**src/rtl/serial_2wire_arb_pkg.sv**
```systemverilog
// Shared types and helpers for serial bus sequencers.
//   arb_state_e : arbiter FSM states (IDLE / ACTIVE / DRAIN)
//   rr_next     : round-robin successor index, wraps at n
package serial_2wire_arb_pkg;

  typedef enum logic [1:0] {
    IDLE   = 2'd0,
    ACTIVE = 2'd1,
    DRAIN  = 2'd2
  } arb_state_e;

  function automatic int unsigned rr_next(input int unsigned idx, input int unsigned n);
    return (idx + 1 >= n) ? 0 : idx + 1;
  endfunction

endpackage

```
**src/rtl/serial_2wire_arb_rr_select.sv**
```systemverilog
// Round-robin priority select.
//   req   : request vector
//   last  : index of the previous winner; search starts at last+1 (mod NUM_REQ)
//   valid : some request is pending
//   index : first pending requester found in search order
module rr_select
  import serial_2wire_arb_pkg::*;
#(
  parameter int NUM_REQ = 2,
  parameter int IDX_W   = $clog2(NUM_REQ)
) (
  input  logic [NUM_REQ-1:0] req,
  input  logic [IDX_W-1:0]   last,
  output logic               valid,
  output logic [IDX_W-1:0]   index
);

  int unsigned cand;

  always_comb begin
    valid = 1'b0;
    index = '0;
    cand  = 32'(last);
    // Visit every requester exactly once, last+1 first, last itself at the end.
    for (int k = 0; k < NUM_REQ; k++) begin
      cand = rr_next(cand, NUM_REQ);
      if (!valid && req[cand[IDX_W-1:0]]) begin
        valid = 1'b1;
        index = cand[IDX_W-1:0];
      end
    end
  end

endmodule

```
**src/rtl/serial_2wire_arb.sv**
```systemverilog
// Arbiter sharing one serial 2-wire master among NUM_REQ requesters.
//   in_clk / in_rst          : clock, async active-high reset
//   in_req/in_addr/in_data   : per-requester level request, device address, data word
//   out_grant                : one-hot grant (held through ACTIVE and DRAIN)
//   out_next_word / out_err  : per-requester 1-cycle pulses forwarded from the master
//   out_ser_*                : muxed request to the master, enable only in ACTIVE
//   in_ser_ready/next/error  : master idle / word latched / NACK
//   out_busy                 : arbiter not idle
module serial_2wire_arb
  import serial_2wire_arb_pkg::*;
#(
  parameter int NUM_REQ     = 2,
  parameter int SERIAL_BITS = 8,
  parameter int ADDR_BITS   = 7,
  parameter int MAX_WORDS   = 16
) (
  input  logic                                 in_clk,
  input  logic                                 in_rst,
  input  logic [NUM_REQ-1:0]                   in_req,
  input  logic [NUM_REQ-1:0][ADDR_BITS-1:0]    in_addr,
  input  logic [NUM_REQ-1:0][SERIAL_BITS-1:0]  in_data,
  output logic [NUM_REQ-1:0]                   out_grant,
  output logic [NUM_REQ-1:0]                   out_next_word,
  output logic [NUM_REQ-1:0]                   out_err,
  output logic                                 out_ser_enable,
  output logic [ADDR_BITS-1:0]                 out_ser_addr,
  output logic [SERIAL_BITS-1:0]               out_ser_data,
  input  logic                                 in_ser_ready,
  input  logic                                 in_ser_next,
  input  logic                                 in_ser_error,
  output logic                                 out_busy
);

  localparam int IW     = $clog2(NUM_REQ);
  localparam int CW_RAW = $clog2(MAX_WORDS + 1);
  localparam int CW     = (CW_RAW < 1) ? 1 : CW_RAW;
  localparam logic [CW-1:0] MAX_CNT = CW'(MAX_WORDS);

  arb_state_e           state, state_nxt;
  logic [IW-1:0]        winner, last_winner, rr_idx;
  logic                 rr_vld;
  logic [CW-1:0]        cnt, cnt_nxt;
  logic [NUM_REQ-1:0]   win_oh;
  logic                 other_pend, limit_hit;

  rr_select #(.NUM_REQ(NUM_REQ), .IDX_W(IW)) u_rr (
    .req   (in_req),
    .last  (last_winner),
    .valid (rr_vld),
    .index (rr_idx)
  );

  assign win_oh     = NUM_REQ'(1) << winner;
  assign other_pend = |(in_req & ~win_oh);

  // Count including this cycle's word, so the release happens on the word
  // that reaches the limit rather than one word late. Saturates at MAX_WORDS.
  always_comb begin
    cnt_nxt = cnt;
    if (MAX_WORDS > 0 && state == ACTIVE && in_ser_next && cnt != MAX_CNT)
      cnt_nxt = cnt + CW'(1);
  end

  assign limit_hit = (MAX_WORDS > 0) && (cnt_nxt == MAX_CNT) && other_pend;

  always_ff @(posedge in_clk or posedge in_rst) begin
    if (in_rst) begin
      state       <= IDLE;
      winner      <= '0;
      last_winner <= IW'(NUM_REQ - 1);
      cnt         <= '0;
    end else begin
      state <= state_nxt;
      if (state == IDLE && state_nxt == ACTIVE) begin
        winner <= rr_idx;
        cnt    <= '0;
      end else if (state == DRAIN && state_nxt == IDLE) begin
        last_winner <= winner;
        cnt         <= '0;
      end else if (state == ACTIVE) begin
        cnt <= cnt_nxt;
      end
    end
  end

  always_comb begin
    state_nxt      = state;
    out_busy       = (state != IDLE);
    out_grant      = '0;
    out_ser_enable = 1'b0;
    out_ser_addr   = '0;
    out_ser_data   = '0;
    out_next_word  = '0;
    out_err        = '0;
    case (state)
      IDLE: begin
        if (rr_vld && in_ser_ready) state_nxt = ACTIVE;
      end
      ACTIVE: begin
        out_grant      = win_oh;
        out_ser_enable = 1'b1;
        out_ser_addr   = in_addr[winner];
        out_ser_data   = in_data[winner];
        if (in_ser_next)  out_next_word = win_oh;
        if (in_ser_error) out_err       = win_oh;
        if (in_ser_error || !in_req[winner] || limit_hit) state_nxt = DRAIN;
      end
      DRAIN: begin
        out_grant = win_oh;
        if (in_ser_ready) state_nxt = IDLE;
      end
      default: state_nxt = IDLE;
    endcase
  end

endmodule

```
**config.mk**
```make
export PLATFORM = sky130hd
export DESIGN_NAME = serial_2wire_arb
export DESIGN_NICKNAME = d
export VERILOG_FILES = /design/src/rtl/serial_2wire_arb_pkg.sv /design/src/rtl/serial_2wire_arb_rr_select.sv /design/src/rtl/serial_2wire_arb.sv
export SDC_FILE = /design/constraint.sdc
export NUM_CORES = 1
export LEC_CHECK = 0
export ABC_AREA = 1
export CORE_MARGIN = 1
export CORE_UTILIZATION = 37
export DETAILED_ROUTE_END_ITERATION = 8
export PLACE_DENSITY = 0.8
export SETUP_SLACK_MARGIN = 0.05
export SLEW_MARGIN = 10
export SYNTH_ARGS = -nofsm -noshare
export SYNTH_HDL_FRONTEND = slang
export SYNTH_HIERARCHICAL = 1
export SYNTH_SLANG_ARGS = --single-unit
```
**constraint.sdc**
```tcl
create_clock -name in_clk -period 2.35 [get_ports in_clk]
set_clock_uncertainty 0.1 [all_clocks]
set_input_delay 0.5875 -clock in_clk [delete_from_list [all_inputs] [get_ports in_clk]]
set_output_delay 0.5875 -clock in_clk [all_outputs]
set_load 0.005 [all_outputs]
```
clock_map.png
(10 px per um)
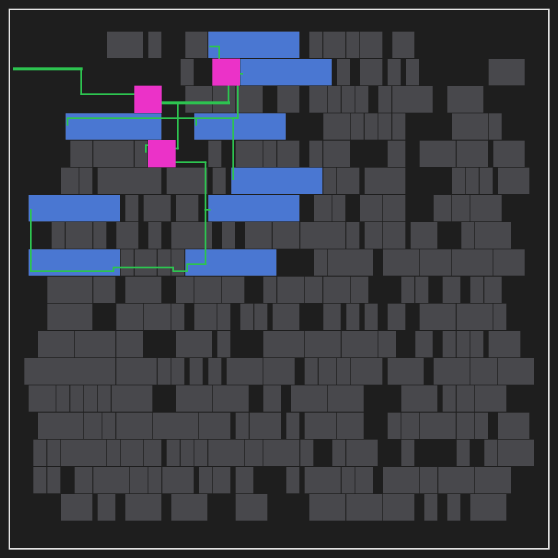
Key: cells driving clock nets = magenta [count 3]; flip-flops = blue [count 9]; clock wires = green [length 109 um]
There are 4 routed clock nets.
clk latency late pin: 0.26 ns
clock-net power: 118 uW
Clk pwr share: 7.0%

final_congestion.png
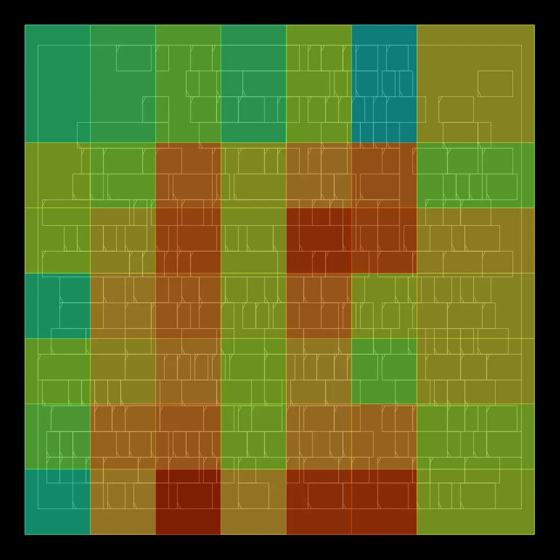
routed length per instance: 13.3 um
met2 usage: 50.6%
GRT Max-Usage Layer: met2
total track usage: 25.9%
fin util: 73.5%

wire_density.png
(6 px per um) 11 x 11 tiles, from white (low) to dark blue (high), scaled to the fullest tile. Values are wire area over tile area, all layers added.
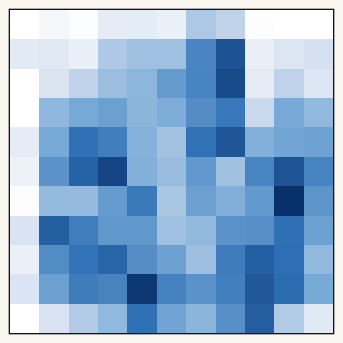
The fullest tile reaches 0.44. The mean over all tiles is 0.20. The emptiest ninth of the die: upper left.
Total Wirelength: 3.67 mm
via count: 1327

==> out/results.tsv <==
metric	value	unit
status	finished, final reports clean	
Async SR Flop Fraction	100	%
syn_area_per_cell	5.95	sq um
PwrDens	917	mW/mm^2
DRT Pass-1 Iters	4	
DIE AREA	0.00290	sq mm
Slew HR	76.8	%
post-detail-place hpwl	2.68	mm
Comb group	1310	uW
minimum clock period	2.22	ns
Setup crit start kind	register	
Seq cells	9	
cells along the critical path	inv_2 > ha_1 > inv_2 > clkdlybuf4s50_1	
top flop regs	cnt: 5 flops, state: 2 flops	
# IOs	60	
Worst Path Buf+Inv	3	
Tool Warnings	31	
Comb power frac	77.5	%
Post-synth top cells	nor2_1 (41), nand2_1 (31), inv_1 (20), o21ai_0 (20)	
MI comb area	716	sq um
top cell type by total area after synthesis	dfrtp_1	
worst hold stages	2	
met1 usage	28.5	%
Starting Density	39.7	%
post-route insts no fill	277	
Top logic family	simple AND/OR/NAND/NOR gates	
initial antenna violation count	0	
HP Class	register to register	
Adder-Cell Fraction of Synth Area	7.56	%
uppermost layer routed	met4	
sequential fraction of design power	15.5	%
XOR-XNOR Cells, Area Fraction	0	%
Pint	897	uW
hold endpoint	last_winner$_DFFE_PP1P_	
Post-CTS Resized	28	
CTS max path bufs	2	
non-clk buf share	40.2	%
Power and IR drop assume default switching activity.
